--- config.mk ---
export PLATFORM = sky130hd
export DESIGN_NAME = led7seg_hc595_shifter_flat
export DESIGN_NICKNAME = d
export VERILOG_FILES = /design/src/rtl/led7seg_hc595_shifter_if.sv /design/src/rtl/led7seg_hc595_shifter.sv /design/src/flat_wrapper.sv
export SDC_FILE = /design/constraint.sdc
export NUM_CORES = 1
export LEC_CHECK = 0
export ABC_AREA = 1
export CAP_MARGIN = 20
export CORE_UTILIZATION = 40
export DETAILED_ROUTE_END_ITERATION = 8
export PLACE_DENSITY_LB_ADDON = 0.25
export SYNTH_ARGS = -nofsm -noshare
export SYNTH_HDL_FRONTEND = slang
export SYNTH_SLANG_ARGS = --single-unit
export TNS_END_PERCENT = 50
--- constraint.sdc ---
create_clock -name clk -period 1.8 [get_ports clk]
set_input_delay 0.18 -clock clk [delete_from_list [all_inputs] [get_ports clk]]
set_output_delay 0.18 -clock clk [all_outputs]
set_load 0.005 [all_outputs]
--- src/rtl/led7seg_hc595_shifter_if.sv ---
// Word handshake between the display sequencer (master) and the 595 serializer (slave).
interface led7seg_hc595_shifter_if #(
  parameter int DATA_W = 16
);
  logic [DATA_W-1:0] dat;
  logic              vld;
  logic              rdy;

  modport master (output dat, output vld, input rdy);
  modport slave  (input dat, input vld, output rdy);
endinterface

--- src/rtl/led7seg_hc595_shifter.sv ---
// Serializer for two cascaded 74HC595s: shifts one word MSB first on dio/sclk, then pulses rclk.
// Optional macro HC595_BLANK_EN precedes every word with a full BLANK_WORD frame (anti-ghosting).
module led7seg_hc595_shifter #(
  parameter int DATA_W      = 16,
  parameter int HALF_PERIOD = 4
`ifdef HC595_BLANK_EN
  ,
  parameter logic [DATA_W-1:0] BLANK_WORD = '0
`endif
) (
  input  logic                   clk,
  input  logic                   rst,
  led7seg_hc595_shifter_if.slave bus,
  output logic                   sclk,
  output logic                   rclk,
  output logic                   dio
);

  localparam int DIV_W = $clog2(HALF_PERIOD + 1);
  localparam int BIT_W = $clog2(DATA_W + 1);
  localparam logic [DIV_W-1:0] DIV_LAST = DIV_W'(HALF_PERIOD - 1);
  localparam logic [BIT_W-1:0] BIT_LAST = BIT_W'(DATA_W - 1);

  typedef enum logic [1:0] {IDLE, SHIFT, LATCH} state_t;

  state_t            r_state;
  logic [DATA_W-2:0] r_shreg;
  logic [DIV_W-1:0]  r_div_cnt;
  logic [BIT_W-1:0]  r_bit_cnt;
  logic              r_sclk;
  logic              r_rclk;
  logic              r_dio;
  logic              r_rdy;
`ifdef HC595_BLANK_EN
  logic [DATA_W-1:0] r_hold;
  logic              r_blank;
`endif

  // The MSB goes straight to dio at accept, so the shift register only holds the bits still to send.
  always_ff @(posedge clk) begin
    if (rst) begin
      r_state   <= IDLE;
      r_shreg   <= '0;
      r_div_cnt <= '0;
      r_bit_cnt <= '0;
      r_sclk    <= 1'b0;
      r_rclk    <= 1'b0;
      r_dio     <= 1'b0;
      r_rdy     <= 1'b0;
`ifdef HC595_BLANK_EN
      r_hold    <= '0;
      r_blank   <= 1'b0;
`endif
    end else begin
      case (r_state)
        IDLE: begin
          r_sclk <= 1'b0;
          r_rclk <= 1'b0;
          if (!r_rdy) begin
            r_rdy <= 1'b1;
          end else if (bus.vld) begin
            r_rdy     <= 1'b0;
            r_div_cnt <= '0;
            r_bit_cnt <= '0;
            r_state   <= SHIFT;
`ifdef HC595_BLANK_EN
            r_shreg   <= BLANK_WORD[DATA_W-2:0];
            r_dio     <= BLANK_WORD[DATA_W-1];
            r_hold    <= bus.dat;
            r_blank   <= 1'b1;
`else
            r_shreg   <= bus.dat[DATA_W-2:0];
            r_dio     <= bus.dat[DATA_W-1];
`endif
          end
        end

        SHIFT: begin
          if (r_div_cnt == DIV_LAST) begin
            r_div_cnt <= '0;
            if (!r_sclk) begin
              r_sclk <= 1'b1;
            end else begin
              r_sclk <= 1'b0;
              if (r_bit_cnt == BIT_LAST) begin
                r_rclk  <= 1'b1;
                r_state <= LATCH;
              end else begin
                r_bit_cnt <= r_bit_cnt + BIT_W'(1);
                r_dio     <= r_shreg[DATA_W-2];
                r_shreg   <= r_shreg << 1;
              end
            end
          end else begin
            r_div_cnt <= r_div_cnt + DIV_W'(1);
          end
        end

        LATCH: begin
          if (r_div_cnt == DIV_LAST) begin
            r_rclk    <= 1'b0;
            r_div_cnt <= '0;
`ifdef HC595_BLANK_EN
            if (r_blank) begin
              r_blank   <= 1'b0;
              r_shreg   <= r_hold[DATA_W-2:0];
              r_dio     <= r_hold[DATA_W-1];
              r_bit_cnt <= '0;
              r_state   <= SHIFT;
            end else begin
              r_dio   <= 1'b0;
              r_rdy   <= 1'b1;
              r_state <= IDLE;
            end
`else
            r_dio   <= 1'b0;
            r_rdy   <= 1'b1;
            r_state <= IDLE;
`endif
          end else begin
            r_div_cnt <= r_div_cnt + DIV_W'(1);
          end
        end

        default: r_state <= IDLE;
      endcase
    end
  end

  assign sclk    = r_sclk;
  assign rclk    = r_rclk;
  assign dio     = r_dio;
  assign bus.rdy = r_rdy;

endmodule

--- src/flat_wrapper.sv ---
// flat-port wrapper written by rule: the top's interface ports become plain ports
module led7seg_hc595_shifter_flat 
#(
  parameter int DATA_W      = 16,
  parameter int HALF_PERIOD = 4

)
  (clk, rst, sclk, rclk, dio, bus_dat, bus_vld, bus_rdy);
  led7seg_hc595_shifter_if #(.DATA_W(DATA_W)) bus_i ();
  input  logic clk;
  input  logic rst;
  output logic sclk;
  output logic rclk;
  output logic dio;
  input wire logic [$bits(bus_i.dat)-1:0] bus_dat;
  input wire logic [$bits(bus_i.vld)-1:0] bus_vld;
  output wire logic [$bits(bus_i.rdy)-1:0] bus_rdy;
  assign bus_i.dat = bus_dat;
  assign bus_i.vld = bus_vld;
  assign bus_rdy = bus_i.rdy;
  led7seg_hc595_shifter #(.DATA_W(DATA_W), .HALF_PERIOD(HALF_PERIOD)) u_core (.clk(clk), .rst(rst), .bus(bus_i), .sclk(sclk), .rclk(rclk), .dio(dio));
endmodule
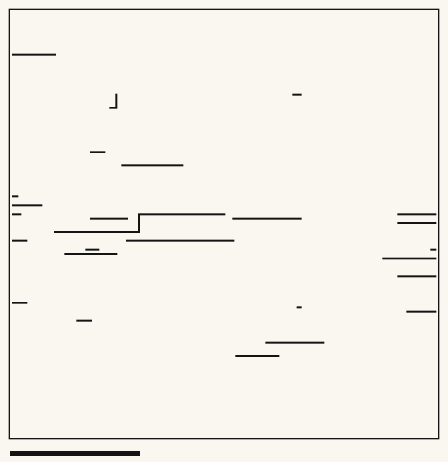
*M3 wires, run 1*
The bar under the picture is 20 um long.
share of all routed wire: 4.0%
main direction: horizontal
nets with wire on the layer: 19
wire length on this layer: 150 um
longest straight run: 16.3 um

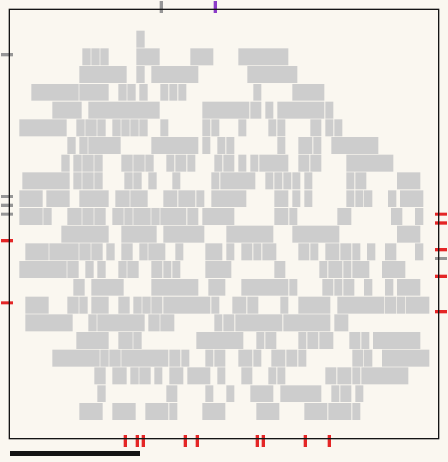
*Pin placement, run 1*
The bar under the picture is 20 um long. Pins as bars across the die edge, other pins in gray.
legend:
  purple:
    port: dio
    pins: 1
    direction: output
    edge: top
  red:
    port: bus_dat
    pins: 16
    direction: input
    edge: 9 bottom, 5 right, 2 left
all pins by edge: 9 bottom, 6 right, 6 left, 2 top
die height: 65.67 um
PortBufs: 22
chip width: 65.67 um

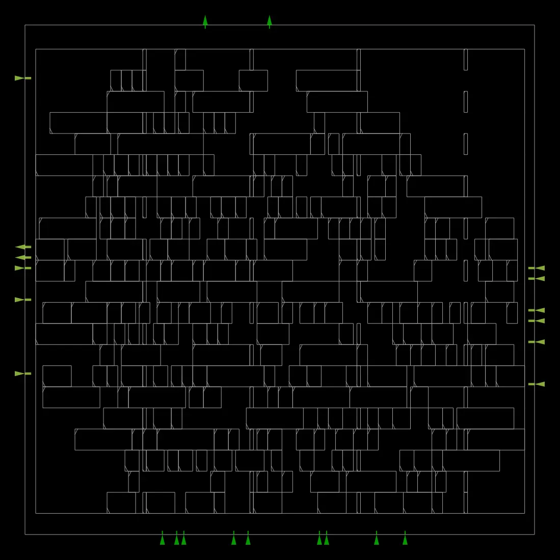
*Cell outlines without signal wires, run 1*
Tapcells: 48
# rows: 22
fillers: 373

==> results.yml, run 1 <==
# generated from flow reports
worst_setup_path:
  critical_path.top_delay_family: "simple AND/OR/NAND/NOR gates"
  r2r-start: "u_core.r_bit_cnt[0]"
  crit_end: "u_core.r_shreg[3]"
  r2r_cells: 10
  crit_type: "reg2reg"
  crit_slowest_cell: "dfxtp_2"
  ff2ff_setup_slack_ns: 0.15
  cp_max_fo: 16
  critPathBufInv: 2
die:
  pin_count: 23
  dieArea_um2: 4313
  core-area_um2: 3771
  initial_utilization_pct: 43.00
power:
  p_total_mw: 3.038
  power.switching_mw: 1.212
  seq_power_mw: 0.938
  p_clk_share_pct: 23.3
sta:
  fin_skew_ns: 0.005824
  setup_viol: 0
  max_freq_mhz: 605.5
  finalSetupTns_ns: 0
  fin_ws_ns: 0.1486
synth:
  synth-main-ff-cell: "dfxtp_1"
  numSynthFlops: 29
  ys_seq_share_pct: 35.80
  ys_top_cells_by_count: "nand2_1, inv_1, dfxtp_1"
  top_cell: "nand2_1"
  synthSimpleGateAreaFrac_pct: 31.17
  edf_count: 0
  synth_nets: 270
  ys_types: 18
  synthArstFlopShare_pct: 0
  synth_stat.cells: 244
  logic_family: "simple AND/OR/NAND/NOR gates"
global_route:
  antenna_found_initial: 0
  met3_usage_pct: 4.861
  overflow: 0
  grt_start_max_net_pins: 25
clock_tree:
  path_clk_slew_ns: 0.06
  tritoncts.num_buffers: 5
  clockRootBuffer: "clkbuf_8"
  cts_buffer_depth: 2
  cts_sinks: 29
  postCtsHoldBufs: 0
  post_cts_buffers: 0
  cts_max_level: 2
  tritoncts: "yes"
  ctsResizeCount: 0
placement:
  place.gp.congestion: 0.7871
  hpwl_mm: 2.373
  place_area_um2: 1901
route:
  dr.first_iter.drc_count: 71
  routedWlPerCell_um: 11.76
  num_vias: 1552
  ant_nets: 0
  wl_mm: 3.753
final_layout:
  drive_above_1_share_pct: 9.963
run:
  warnings: 30
  maxCapViolations: 0
status:
  outcome: "completed"
-- run 1: flip-flops by register name, indices dropped and copies added, names as in the netlist --
name and flops:
u_core.r_shreg 15, u_core.dio 1, u_core.r_div_cnt 3, u_core.rclk 1
u_core.sclk 1, u_core.r_state 2, u_core.r_bit_cnt 5, u_core.bus.rdy 1
-- run 1: final cells by class --
| cell class | count | area (um^2) | area share (%) |
|---|---|---|---|
| clock buffers | 7 | 86.33 | 4.197 |
| inverters | 37 | 138.9 | 6.752 |
| repair buffers | 31 | 307.8 | 14.96 |
| clock inverters | 1 | 30.03 | 1.460 |
| multi-input cells | 166 | 850.8 | 41.36 |
| flip-flops and latches | 29 | 583.1 | 28.35 |
| well taps | 48 | 60.06 | 2.920 |
==> run 2: changes to the inputs <==
--- a/config.mk
+++ b/config.mk
@@ -7,9 +7,10 @@
 export LEC_CHECK = 0
 export ABC_AREA = 1
 export CAP_MARGIN = 20
-export CORE_UTILIZATION = 40
+export CORE_UTILIZATION = 24
 export DETAILED_ROUTE_END_ITERATION = 8
 export PLACE_DENSITY_LB_ADDON = 0.25
+export RECOVER_POWER = 50
 export SYNTH_ARGS = -nofsm -noshare
 export SYNTH_HDL_FRONTEND = slang
 export SYNTH_SLANG_ARGS = --single-unit
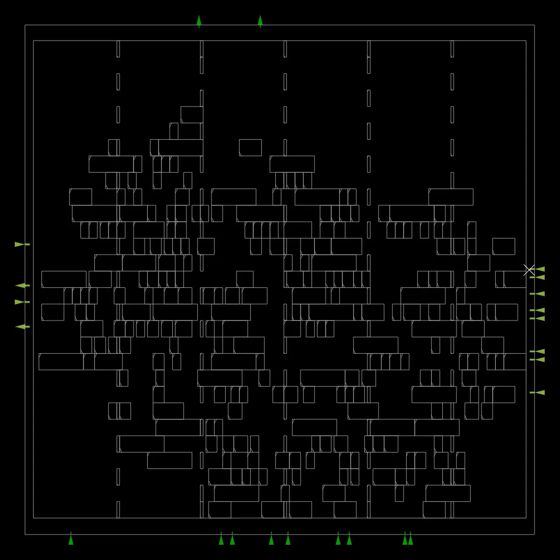
*Cell outlines without signal wires, run 2*
Final Non-Filler Cells: 348
fin util: 31.54%

==> results.yml, run 2 <==
# generated from flow reports
route:
  wl_met3_um: 215
  num_vias: 1556
  dr.first_iter.drc_count: 92
  firstDrtPassIters: 6
  viasPerCell: 4.471
  wl_mm: 4.132
  route.met2.wl_mm: 1.755
  ant_nets: 0
  routedWlPerCell_um: 11.87
  dr.max_layer_used: "met4"
  wl_met1_mm: 2.087
  drc: 2
placement:
  io_buffers: 22
  place_ws_ns: 0.05763
  place_area_um2: 1924
  hpwl_mm: 2.580
  place.gp.congestion: 0.8533
  place_inst: 339
sta:
  tightest_slew_ns: 0.4492
  slew_headroom_pct: 70.02
  hold_viol: 0
  fin_crit_ns: 1.668
  hold_ws_ns: 0.4591
  fin_skew_ns: 0.002629
  report.final.slew_viol_count: 0
  rsz0062_at_grt: "false"
  period_used_pct: 92.69
  finalSetupTns_ns: 0
  setup_viol: 0
  fin_ws_ns: 0.1315
  max_freq_mhz: 599.4
synth:
  numSynthFlops: 29
  synth_nets: 270
  xor_share_pct: 0
  synthArstFlopShare_pct: 0
  area_leaders: "dfxtp_1, nand2_1, inv_1"
  top_area_cell: "dfxtp_1"
  syn_inst: 244
  ys_chip_area_um2: 1622
  ys_types: 18
  synthMuxAreaShare_pct: 0
  ys_seq_share_pct: 35.80
  yosys.area_share.aoi_pct: 14.04
  yosys_warnings: 0
  syn-cell-area_um2: 1622
  synthSimpleGateAreaFrac_pct: 31.17
  edf_count: 0
  yosysTopAreaCellShare_pct: 35.80
  top_cell: "nand2_1"
  synth_adder_area_share_pct: 5.401
  syn_area_per_cell_um2: 6.646
  ys_top_cells_by_count: "nand2_1, inv_1, dfxtp_1"
  synth-main-ff-cell: "dfxtp_1"
  logic_family: "simple AND/OR/NAND/NOR gates"
  synth_stat.cells: 244
worst_setup_path:
  crit_end: "u_core.r_shreg[10]"
  required_ns: 1.97
  r2r-end: "u_core.r_shreg[10]"
  r2r_cells: 10
  crit_type: "reg2reg"
  end_kind: "flip-flop"
  cp-start-kind: "flip-flop"
  r2r-start: "u_core.r_bit_cnt[0]"
  crit_path_start: "u_core.r_bit_cnt[0]"
  arrival_ns: 1.84
  cp_max_fo: 12
  ff2ff_setup_slack_ns: 0.13
clock_tree:
  clk_latency_ns: 0.29
  cts_sinks: 29
  cts_buffer_depth: 2
  ctsResizeCount: 0
  path_clk_slew_ns: 0.07
  clockRootBuffer: "clkbuf_8"
  post_cts_buffers: 0
  tritoncts.num_buffers: 5
  cts_max_level: 2
  postCtsHoldBufs: 0
  tritoncts: "yes"
global_route:
  overflow: 0
  grt_usage_pct: 12.20
  grt_first_pass_wirelength_mm: 6.831
  antenna_found_initial: 0
  grt_pass1_vias: 1480
  grt_start_max_net_pins: 25
final_layout:
  insertedDiodeCount: 0
  largestRegisters: "u_core.r_shreg (15), u_core.r_bit_cnt (5), u_core.r_div_cnt (3)"
  syn_to_final_growth_pct: 24.92
  layout_top_cell: "nand2_1"
  drive_above_1_share_pct: 8.856
  top_register: "u_core.r_shreg"
  final_area_um2: 2026
  mostFrequentLayoutCells: "nand2_1, inv_1, dfxtp_1"
  largest_register_ffs: 15
  nNetsFinal: 296
power:
  pwr-share-comb_pct: 47.7
  powerClk_mw: 0.534
  p_total_mw: 2.802
  seq_power_mw: 0.931
  maxPowerGroup: "combinational cells"
  power.density_nw_per_um2: 1383
  power_frac_seq_pct: 33.2
  power.switching_mw: 1.216
  p_leak_nw: 0.8789
  worst_ir_drop_vdd_mv: 0.6021
  intPower_mw: 1.587
  p_clk_share_pct: 19.0
  switching_share_pct: 43.37
  powerComb_mw: 1.34
status:
  outcome: "finished, violations left"
  violations: "design-rule violations"
die:
  initial_utilization_pct: 25.25
  die_h_um: 84.20
  core-area_um2: 6422
  dieArea_um2: 7089
  row_count: 29
  fp.dieW_um: 84.20
  pin_count: 23
worst_hold_path:
  hold_end: "u_core.r_shreg[11]"
  min-delay-start: "u_core.r_shreg[11]"
  hold_depth: 2
  holdCritPathClass: "reg2reg"
run:
  maxCapViolations: 0
  warnings: 29
[run 2: metal layers]
| metal | vias to the layer above | global-route usage, % |
|---|---|---|
| met5 | - | 0 |
| met4 | 0 | 6.113 |
| met3 | 8 | 3.245 |
| met2 | 36 | 19.45 |
| met1 | 678 | 15.23 |
| li1 | 834 | - |
[run 2: worst max-delay path, stage by stage (launching register included)]
cell and delay [ns]:
dfxtp_1 0.32, ha_1 0.21, nand2_1 0.08, nor2_1 0.04, ha_2 0.19, inv_1 0.05
nand3_1 0.08, nand2_2 0.13, nand3_2 0.25, nand2_1 0.13, a21oi_1 0.07
[run 2: layout make-up]
type	instances	area (um^2)
clock buffers	6	72.57
inverters	37	138.9
clock inverters	2	10.01
flip-flops and latches	29	581.8
fillers	714	4397
repair buffers	31	287.8
well taps	77	96.34
multi-input cells	166	838.3
Power figures rest on the tool's default switching activity, not on a simulated workload.
